## src/rtl/cam_lvds_aligner.sv

```systemverilog
// Per-camera LVDS word aligner: bitslips each of the 5 lanes until the
// lane word equals the training word, then reports per-lane lock status.
//
// Ports:
//   c            - camera rx_coreclock
//   rst_n        - asynchronous active-low reset
//   rxd[39:0]    - deserialized lane words, lane i at [8i+7:8i], lane 4 = sync
//   rx_locked    - deserializer PLL lock, asynchronous to c
//   restart      - synchronous pulse, restarts alignment on all lanes
//   bitslip[4:0] - one-cycle bitslip pulse per lane
//   lane_aligned - per-lane aligned flag
//   lane_fail    - per-lane failure flag
//   all_aligned  - AND of lane_aligned
//   slip_cnt     - slips performed, 4 bits per lane
module cam_lvds_aligner #(
    parameter logic [7:0]  TRAINING    = 8'h3A,
    parameter int unsigned MATCH_COUNT = 16,
    parameter int unsigned SLIP_WAIT   = 8,
    parameter int unsigned MAX_SLIPS   = 15,
    parameter int unsigned LOCK_WAIT   = 64
) (
    input  logic        c,
    input  logic        rst_n,
    input  logic [39:0] rxd,
    input  logic        rx_locked,
    input  logic        restart,
    output logic [4:0]  bitslip,
    output logic [4:0]  lane_aligned,
    output logic [4:0]  lane_fail,
    output logic        all_aligned,
    output logic [19:0] slip_cnt
);

    localparam logic [7:0] MC = 8'(MATCH_COUNT);
    localparam logic [7:0] SW = 8'(SLIP_WAIT);
    localparam logic [3:0] MS = 4'(MAX_SLIPS);
    localparam logic [7:0] LW = 8'(LOCK_WAIT);

    typedef enum logic [2:0] {
        ST_WAIT_LOCK,
        ST_CHECK,
        ST_SLIP,
        ST_SETTLE,
        ST_ALIGNED,
        ST_FAILED
    } lane_state_e;

    logic        sync1_q;
    logic        lock_s_q;
    logic [7:0]  lock_cnt_q, lock_cnt_d;
    logic        lock_ok;
    logic [39:0] rxd_q;

    lane_state_e state_q [5];
    lane_state_e state_d [5];
    logic [7:0]  match_q [5];
    logic [7:0]  match_d [5];
    logic [3:0]  slip_q  [5];
    logic [3:0]  slip_d  [5];
    logic [7:0]  wait_q  [5];
    logic [7:0]  wait_d  [5];

    logic [4:0]  bitslip_q, bitslip_d;
    logic [4:0]  aligned_q, aligned_d;
    logic [4:0]  fail_q, fail_d;

    assign lock_ok = (lock_cnt_q == LW);

    always_comb begin
        lock_cnt_d = lock_cnt_q;
        if (!lock_s_q) begin
            lock_cnt_d = '0;
        end else if (!lock_ok) begin
            lock_cnt_d = lock_cnt_q + 8'd1;
        end
    end

    always_comb begin
        bitslip_d = '0;
        aligned_d = '0;
        fail_d    = '0;
        for (int i = 0; i < 5; i++) begin
            state_d[i] = state_q[i];
            match_d[i] = match_q[i];
            slip_d[i]  = slip_q[i];
            wait_d[i]  = wait_q[i];
            if (restart || !lock_s_q) begin
                state_d[i] = ST_WAIT_LOCK;
                match_d[i] = '0;
                slip_d[i]  = '0;
                wait_d[i]  = '0;
            end else begin
                unique case (state_q[i])
                    ST_WAIT_LOCK: begin
                        match_d[i] = '0;
                        slip_d[i]  = '0;
                        wait_d[i]  = '0;
                        if (lock_ok) state_d[i] = ST_CHECK;
                    end
                    ST_CHECK: begin
                        if (rxd_q[8*i +: 8] == TRAINING) begin
                            match_d[i] = match_q[i] + 8'd1;
                            if (match_d[i] == MC) state_d[i] = ST_ALIGNED;
                        end else begin
                            match_d[i] = '0;
                            state_d[i] = (slip_q[i] == MS) ? ST_FAILED
                                                           : ST_SLIP;
                        end
                    end
                    ST_SLIP: begin
                        // Pulse leaves the flop on the edge that exits SLIP,
                        // so a restart in this cycle still suppresses it.
                        bitslip_d[i] = 1'b1;
                        slip_d[i]    = slip_q[i] + 4'd1;
                        wait_d[i]    = '0;
                        state_d[i]   = ST_SETTLE;
                    end
                    ST_SETTLE: begin
                        if (wait_q[i] == SW) begin
                            wait_d[i]  = '0;
                            state_d[i] = ST_CHECK;
                        end else begin
                            wait_d[i] = wait_q[i] + 8'd1;
                        end
                    end
                    ST_ALIGNED: state_d[i] = ST_ALIGNED;
                    ST_FAILED:  state_d[i] = ST_FAILED;
                    default:    state_d[i] = ST_WAIT_LOCK;
                endcase
            end
            aligned_d[i] = (state_d[i] == ST_ALIGNED);
            fail_d[i]    = (state_d[i] == ST_FAILED);
        end
    end

    always_ff @(posedge c or negedge rst_n) begin
        if (!rst_n) begin
            sync1_q    <= 1'b0;
            lock_s_q   <= 1'b0;
            lock_cnt_q <= '0;
            rxd_q      <= '0;
            bitslip_q  <= '0;
            aligned_q  <= '0;
            fail_q     <= '0;
            for (int i = 0; i < 5; i++) begin
                state_q[i] <= ST_WAIT_LOCK;
                match_q[i] <= '0;
                slip_q[i]  <= '0;
                wait_q[i]  <= '0;
            end
        end else begin
            sync1_q    <= rx_locked;
            lock_s_q   <= sync1_q;
            lock_cnt_q <= lock_cnt_d;
            rxd_q      <= rxd;
            bitslip_q  <= bitslip_d;
            aligned_q  <= aligned_d;
            fail_q     <= fail_d;
            for (int i = 0; i < 5; i++) begin
                state_q[i] <= state_d[i];
                match_q[i] <= match_d[i];
                slip_q[i]  <= slip_d[i];
                wait_q[i]  <= wait_d[i];
            end
        end
    end

    assign bitslip      = bitslip_q;
    assign lane_aligned = aligned_q;
    assign lane_fail    = fail_q;
    assign all_aligned  = &aligned_q;
    assign slip_cnt     = {slip_q[4], slip_q[3], slip_q[2],
                           slip_q[1], slip_q[0]};

endmodule

```

## config.mk

```make
export PLATFORM = sky130hd
export DESIGN_NAME = cam_lvds_aligner
export DESIGN_NICKNAME = d
export VERILOG_FILES = /design/src/rtl/cam_lvds_aligner.sv
export SDC_FILE = /design/constraint.sdc
export NUM_CORES = 1
export LEC_CHECK = 0
export CAP_MARGIN = 20
export CORE_MARGIN = 10
export CORE_UTILIZATION = 55
export CTS_BUF_LIST = sky130_fd_sc_hd__clkbuf_2 sky130_fd_sc_hd__clkbuf_4 sky130_fd_sc_hd__clkbuf_8
export DETAILED_ROUTE_END_ITERATION = 16
export PLACE_DENSITY_LB_ADDON = 0.1
export SYNTH_ARGS = -nofsm -noshare
export SYNTH_HDL_FRONTEND = slang
export SYNTH_SLANG_ARGS = --single-unit
```

## constraint.sdc

```tcl
create_clock -name c -period 2.51 [get_ports c]
set_clock_uncertainty 0.15 [all_clocks]
set_input_delay 0.502 -clock c [delete_from_list [all_inputs] [get_ports c]]
set_output_delay 0.502 -clock c [all_outputs]
set_load 0.01 [all_outputs]
```

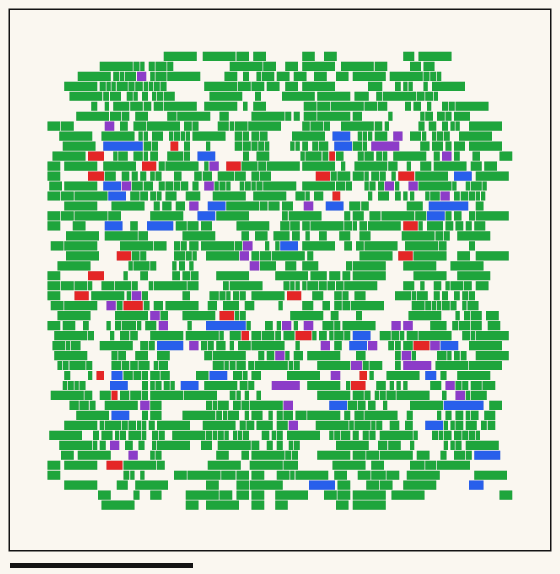
**Above:** run 1 (cells by drive strength).
Scale bar: 50 µm.
Key: red = _2 cells [cells 25, share 2.5%]; purple = _3 and _4 cells [cells 41, share 4.1%]; green = _0 and _1 cells [cells 902, share 90%]; blue = _6 and larger [cells 32, share 3.2%]

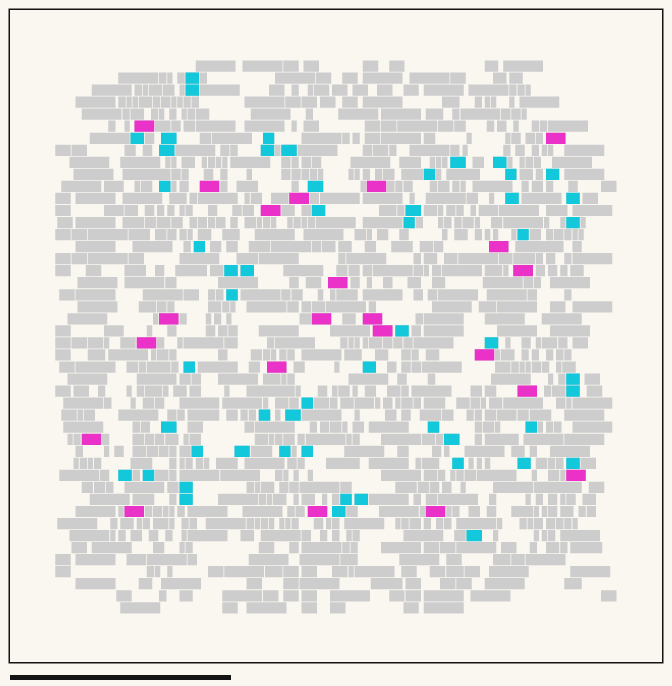
**Above:** run 1 (gate-type map).
Scale bar: 50 µm.
Key: magenta = fa/ha/maj cells [cells 22]; cyan = non-inverting ao/oa cells [cells 54]

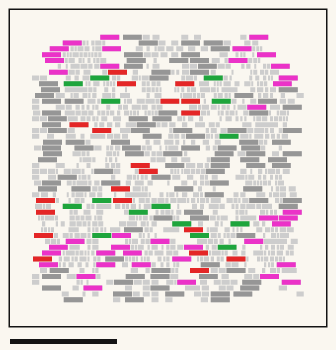
**Above:** run 1 (sequential cells grouped by signal name).
Scale bar: 50 µm. Other sequential cells in the stronger grey, the rest of the logic in the fainter grey.
Key: magenta = match_q [flops 40, where widely spread]; red = slip_cnt [flops 20]; green = state_q [flops 15]
Another 105 sequential cells are not coloured.

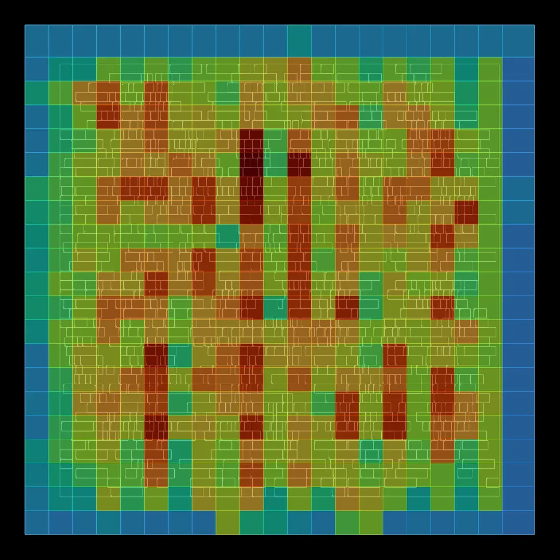
**Above:** run 1 (routing congestion map).
met2 usage in global routing: 31.24%
total track usage: 19.26%
most crowded layer after global routing: met2
met1 track demand over resource: 24.36%

==> reports/summary.log, run 1 <==
qor: sta.layout_min_cycle_time 2.339 ns
qor: synth.synth-cells-yosys 881
qor: power.vdd_drop_max 0.0003911 V
qor: floorplan.row_count 46
qor: sta.max_freq 0.4274 GHz
qor: synth.yosysWarnings 0
qor: floorplan.floorplan.core_util 56.10%
qor: placement.portBuffers 79
qor: synth.synth.lib_cells_used.distinct 58
qor: worst_setup_path.crit_path_dat 1.69 ns
qor: synth.avgSynthCellArea 10.12 µm²
qor: power.powerDensity 510.7 nW/µm²
qor: synth.synth_nets 947
qor: floorplan.die_y 147.3 µm
qor: min_path.worst_hold_path_type flop to flop
qor: global_route.grt_start_max_net_pins 74
qor: clock_tree.cts_inserted_buffers 17
qor: synth.synth-main-ff-cell dfrtp_1
qor: clock_tree.clk-insertion-delay-late 0.46 ns
qor: sta.timing.final.ws_setup 0.1705 ns
qor: sta.layout_worst_path_cycle_share 93.21%
qor: clock_tree.h-tree-depth 4
qor: flow_run.stage_log_warning_count 32
qor: finish.finish.net_count 1,053
qor: sta.final.hold.worst_slack 0.2236 ns
qor: synth.synth_flop_count 180
qor: detailed_routing.remaining_drc_errors 0
qor: clock_tree.tritoncts built
qor: flow_run.drv.max_cap_violation_count 0
qor: synth.synth_area 8912 µm²
qor: power.report.power.total 5.420 mW
qor: worst_setup_path.cp-endpoint all_aligned
qor: worst_setup_path.critPathKind flop to output port
qor: outcome.result_of_the_run finished clean
qor: worst_setup_path.crit_path_max_fanout 2
qor: finish.layout_top_cell dfrtp_1
qor: worst_setup_path.origin_of_the_worst_setup_path lane_aligned[2]
-- run 1: timing repair --
action                                 in CTS  in global routing
setup endpoints to repair                   0                  0
endpoints found under the hold margin      34                  0
hold buffers                                1                  0
-- run 1: metal layers --
metal | GRT usage [%] | share of wire (%) | vias up
li1 | - | - | 3414
met1 | 24.36 | 44 | 3486
met2 | 31.24 | 49 | 182
met3 | 4.760 | 4.9 | 36
met4 | 7.334 | 2.7 | 0
met5 | 0 | 0 | -
-- run 1: area by class of cell --
type | instances | area, µm²
Fill cell | 1254 | 5273
Clock inverter | 11 | 171.4
Multi-Input combinational cell | 640 | 4124
Clock buffer | 21 | 289.0
Inverter | 29 | 108.9
Timing Repair Buffer | 119 | 1145
Tap cell | 216 | 270.3
Sequential cell | 180 | 4504
-- run 1: report_power, final --
part | switching [mW] | internal, mW | total, mW
Clock | 1.06 | 1.20 | 2.25
Combinational | 0.107 | 0.107 | 0.213
Sequential | 0.0181 | 2.93 | 2.95
Total | 1.18 | 4.24 | 5.42
-- run 1: registers in the layout, indices dropped and copies added (netlist names) --
register	cells
sync1_q	1
lane_fail	5
lock_s_q	1
state_q	15
lane_aligned	5
slip_cnt	20
rxd_q	40
bitslip	5
match_q	40
wait_q	40
lock_cnt_q	8
-- run 1: worst min-delay path by stage --
stage | startpoint | end | depth (start not counted)
finish | sync1_q | lock_s_q | 0
global placement | sync1_q | lock_s_q | 0
global route | sync1_q | lock_s_q | 0
CTS | sync1_q | lock_s_q | 0
floorplan | rst_n | bitslip[0] | 0
detailed placement | sync1_q | lock_s_q | 0
-- run 1: kinds of logic (layout without fill, tap and decap cells) --
group                    after synthesis  after routing  share of synthesized area, %
AND/OR/NAND/NOR                      359            359                         22.53
AND-OR/OR-AND                        211            211                         15.51
flip-flops                           180            180                         50.54
buffers and inverters                 61            180                         3.187
XOR/XNOR                              28             28                         2.752
adder cells (fa/ha/maj)               22             22                         3.089
multiplexers                          20             20                         2.387
-- run 1: Yosys cell counts (14+ instances only) --
| master | count | area [µm²] |
|---|---|---|
| nor2_1 | 51 | 191.4 |
| nand3_1 | 51 | 255.2 |
| nand2_1 | 86 | 322.8 |
| a21oi_1 | 49 | 245.2 |
| o21ai_0 | 55 | 275.3 |
| nand2b_1 | 21 | 131.4 |
| and3_1 | 15 | 93.84 |
| a22o_1 | 23 | 201.4 |
| nand4_1 | 16 | 100.1 |
| clkbuf_1 | 17 | 63.81 |
| inv_1 | 29 | 108.9 |
| ha_1 | 22 | 275.3 |
| xor2_1 | 15 | 131.4 |
| nor3_1 | 20 | 100.1 |
| nor3b_1 | 14 | 105.1 |
| nor2b_1 | 15 | 93.84 |
| dfrtp_1 | 180 | 4504 |
-- run 1: critical path, cell delays in order, from the launching register on --
cell,delay (ns)
dfrtp_1,0.40
nand2_1,0.15
nor2_1,0.13
clkdlybuf4s50_1,0.55
**Run 1: cells coloured by class**

Scale bar: 50 µm.
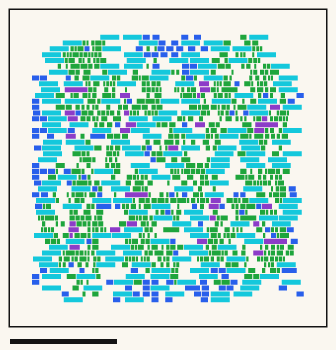

--- run 2 (diff from run 1) ---
Settings changed: CORE_UTILIZATION 55 to 51.
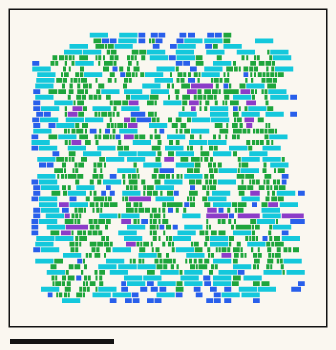
**Above:** run 2 (cells coloured by class).
Scale bar: 50 µm.
Key: cyan = sequential cells [cells 180]; green = combinational and other logic [cells 669]; purple = clock drivers and dummy loads [cells 30]; blue = remaining buffers and delay cells [cells 110]

==> run 2 against run 1 <==
Worst hold slack got worse by 0.016 ns. Combinational power about the same. Critical endpoint unchanged. Non-clock buffer count decreased by 9. First-iteration DRC count down 18%. Largest power group unchanged. Sequential power about the same. Utilization fell by 5.4 points. Count of clock-buffer cells in the layout is 1 higher. Synthesized cell count unchanged. Flip-flop count did not move.
==> reports/summary.log, run 2 <==
qor: outcome.result_of_the_run finished clean
qor: clock_tree.h-tree-depth 4
qor: synth.synthTopCellsByArea dfrtp_1 (51%), nand2_1 (3.6%), ha_1 (3.1%)
qor: synth.yosysWarnings 0
qor: power.leakagePower 4.514 nW
qor: clock_tree.clkSinkCount 180
qor: floorplan.row_count 48
qor: synth.synth.cells.most_frequent dfrtp_1 (180), nand2_1 (86), o21ai_0 (55), nand3_1 (51), nor2_1 (51)
qor: synth.post-synth-top-count-cell dfrtp_1
qor: min_path.worst_hold_path_type flop to flop
qor: global_route.grt_usage 17.01%
qor: clock_tree.post_cts_hold_buffer_count 1
qor: power.powerDensity 523.5 nW/µm²
qor: clock_tree.clk-insertion-delay-late 0.47 ns
qor: synth.yosys-dominant-comb-family simple AND/OR/NAND/NOR gates
qor: min_path.hold-path-cell-count 0
qor: finish.finish.net_count 1,044
qor: sta.layout_min_cycle_time 2.307 ns
qor: clock_tree.clockBufferDepth 2
qor: min_path.hold_end lock_s_q
qor: floorplan.io-pin-count 80
qor: synth.yosys.area.top_type dfrtp_1
qor: global_route.grt_start_max_net_pins 62
qor: worst_setup_path.reg2regPathDepth 4
qor: detailed_routing.vias_per_cell 5.614
qor: finish.layout_top_cell dfrtp_1
qor: synth.simple_gate_share 22.53%
qor: sta.layout_worst_path_cycle_share 91.93%
qor: synth.avgSynthCellArea 10.12 µm²
qor: synth.mux_share 2.387%
qor: floorplan.die_area 23,160 µm²
qor: synth.yosys.stat.seqShare 50.54%
qor: worst_setup_path.crit_chain nand2_1 -> nor2_1 -> clkdlybuf4s50_1
qor: synth.yosys.area_share.xor_xnor 2.752%
qor: synth.top_cell_area_share 50.54%
qor: floorplan.floorplan.core_util 51.71%
qor: worst_setup_path.slowest_stage clkdlybuf4s50_1
qor: synth.post_synth_inst_count 881
qor: placement.portBuffers 79
qor: synth.synth.lib_cells_used.distinct 58
qor: sta.max_freq 0.4334 GHz
qor: finish.regs_by_ff_count match_q (40), rxd_q (40), wait_q (40)
qor: min_path.worst_hold_startpoint sync1_q
qor: clock_tree.clkSlewWorstSetupHoldPaths 0.09 ns
qor: synth.synth_area 8912 µm²
qor: worst_setup_path.crit_path_dat 1.66 ns
qor: synth.synthAdderAreaFrac 3.089%
qor: synth.synth_nets 947
qor: clock_tree.cts_inserted_buffers 17
qor: flow_run.drv.max_cap_violation_count 0
qor: clock_tree.tritoncts built
qor: worst_setup_path.critPathKind flop to output port
qor: flow_run.stage_log_warning_count 32
qor: floorplan.die_y 152.2 µm
qor: power.vdd_drop_max 0.0006549 V
qor: synth.synth-main-ff-cell dfrtp_1
qor: synth.ys_sh_aoi 15.51%
qor: global_route.grt_pass1_wl 33,380 µm
qor: sta.worst_rel_slew_slack 60.24%
qor: worst_setup_path.worst_path_largest_cell_delay 0.54 ns
qor: synth.synth-cells-yosys 881
qor: synth.synth_flop_count 180
qor: worst_setup_path.crit_path_max_fanout 2
qor: detailed_routing.remaining_drc_errors 0
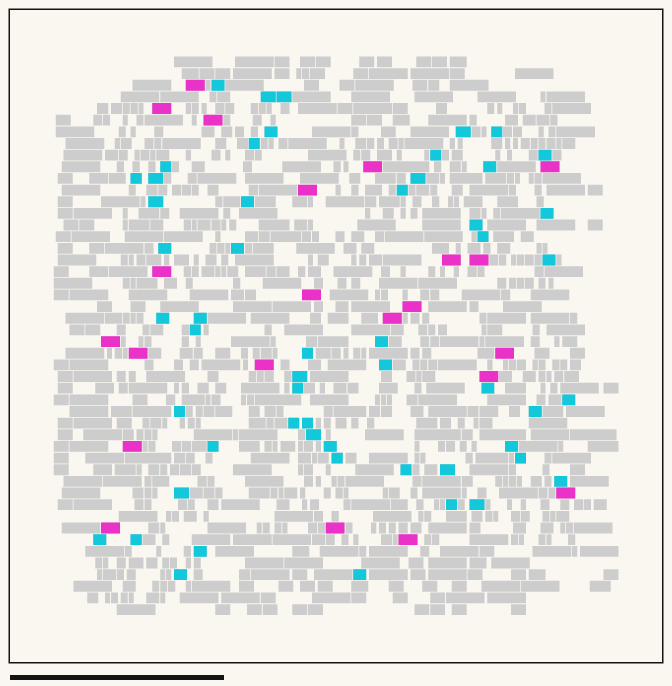
**Above:** run 2 (gate-type map).
Scale bar: 50 µm.
Key: magenta = fa/ha/maj cells [cells 22]; cyan = non-inverting ao/oa cells [cells 54]

-- run 2: cell type report --
class	count	area (µm²)
fillers	1423	6650
well taps	225	281.5
clock inverters	8	197.7
inverters	29	108.9
repair buffers	110	1080
clock buffers	22	290.3
multi-input cells	640	4124
flip-flops and latches	180	4504
-- run 2: worst max-delay path by stage --
stage | startpoint | endpoint | slack, ns
CTS | lane_aligned[2] | all_aligned | 0.13
floorplan | restart | match_q[13] | 0.63
finish | lane_aligned[2] | all_aligned | 0.20
detailed placement | restart | match_q[13] | -0.03
global route | lane_aligned[2] | all_aligned | 0.12
global placement | restart | match_q[21] | 0.008
-- run 2: worst max-delay path, delay by kind of cell, from the launching register on --
kind,cells,cell delay [ns]
simple gates,2,0.25
flops,1,0.40
buf+inv,1,0.54
-- run 2: cell families (layout without fill, tap and decap cells) --
logic type / Yosys count / in the layout
xor gates and xnor gates: 28 / 28
DFF: 180 / 180
buffers and inverters: 61 / 169
adders and majority gates: 22 / 22
muxes: 20 / 20
and+or+nand+nor: 359 / 359
AOI/OAI and AO/OA: 211 / 211
-- run 2: per-layer routing --
metal	up-vias	track usage [%]	wire length [µm]
li1	3379	-	-
met1	3338	22.39	8995
met2	83	27.05	9137
met3	15	4.685	821
met4	0	4.402	178
met5	-	0	0
-- run 2: stage by stage --
step	hold slack, ns	utilization, %	power [mW]	setup WS, ns	cells
after CTS	0.2153	61.42	5.619	0.1342	1214
after detailed placement	0.1904	58.53	3.228	-0.03335	1183
after global routing	0.2126	61.42	5.768	0.1182	1214
after global placement	0.1851	58.53	3.224	0.007680	1183
after floorplan	0.05641	-	3.058	0.6250	881
final	0.2080	61.42	5.542	0.2025	1214
-- run 2: power by group --
part,internal [mW],switching [mW]
Combinational,0.104,0.107
Clock,1.38,0.998
Sequential,2.93,0.0175
Total,4.42,1.12
Power figures rest on the tool's default switching activity, not on a simulated workload.
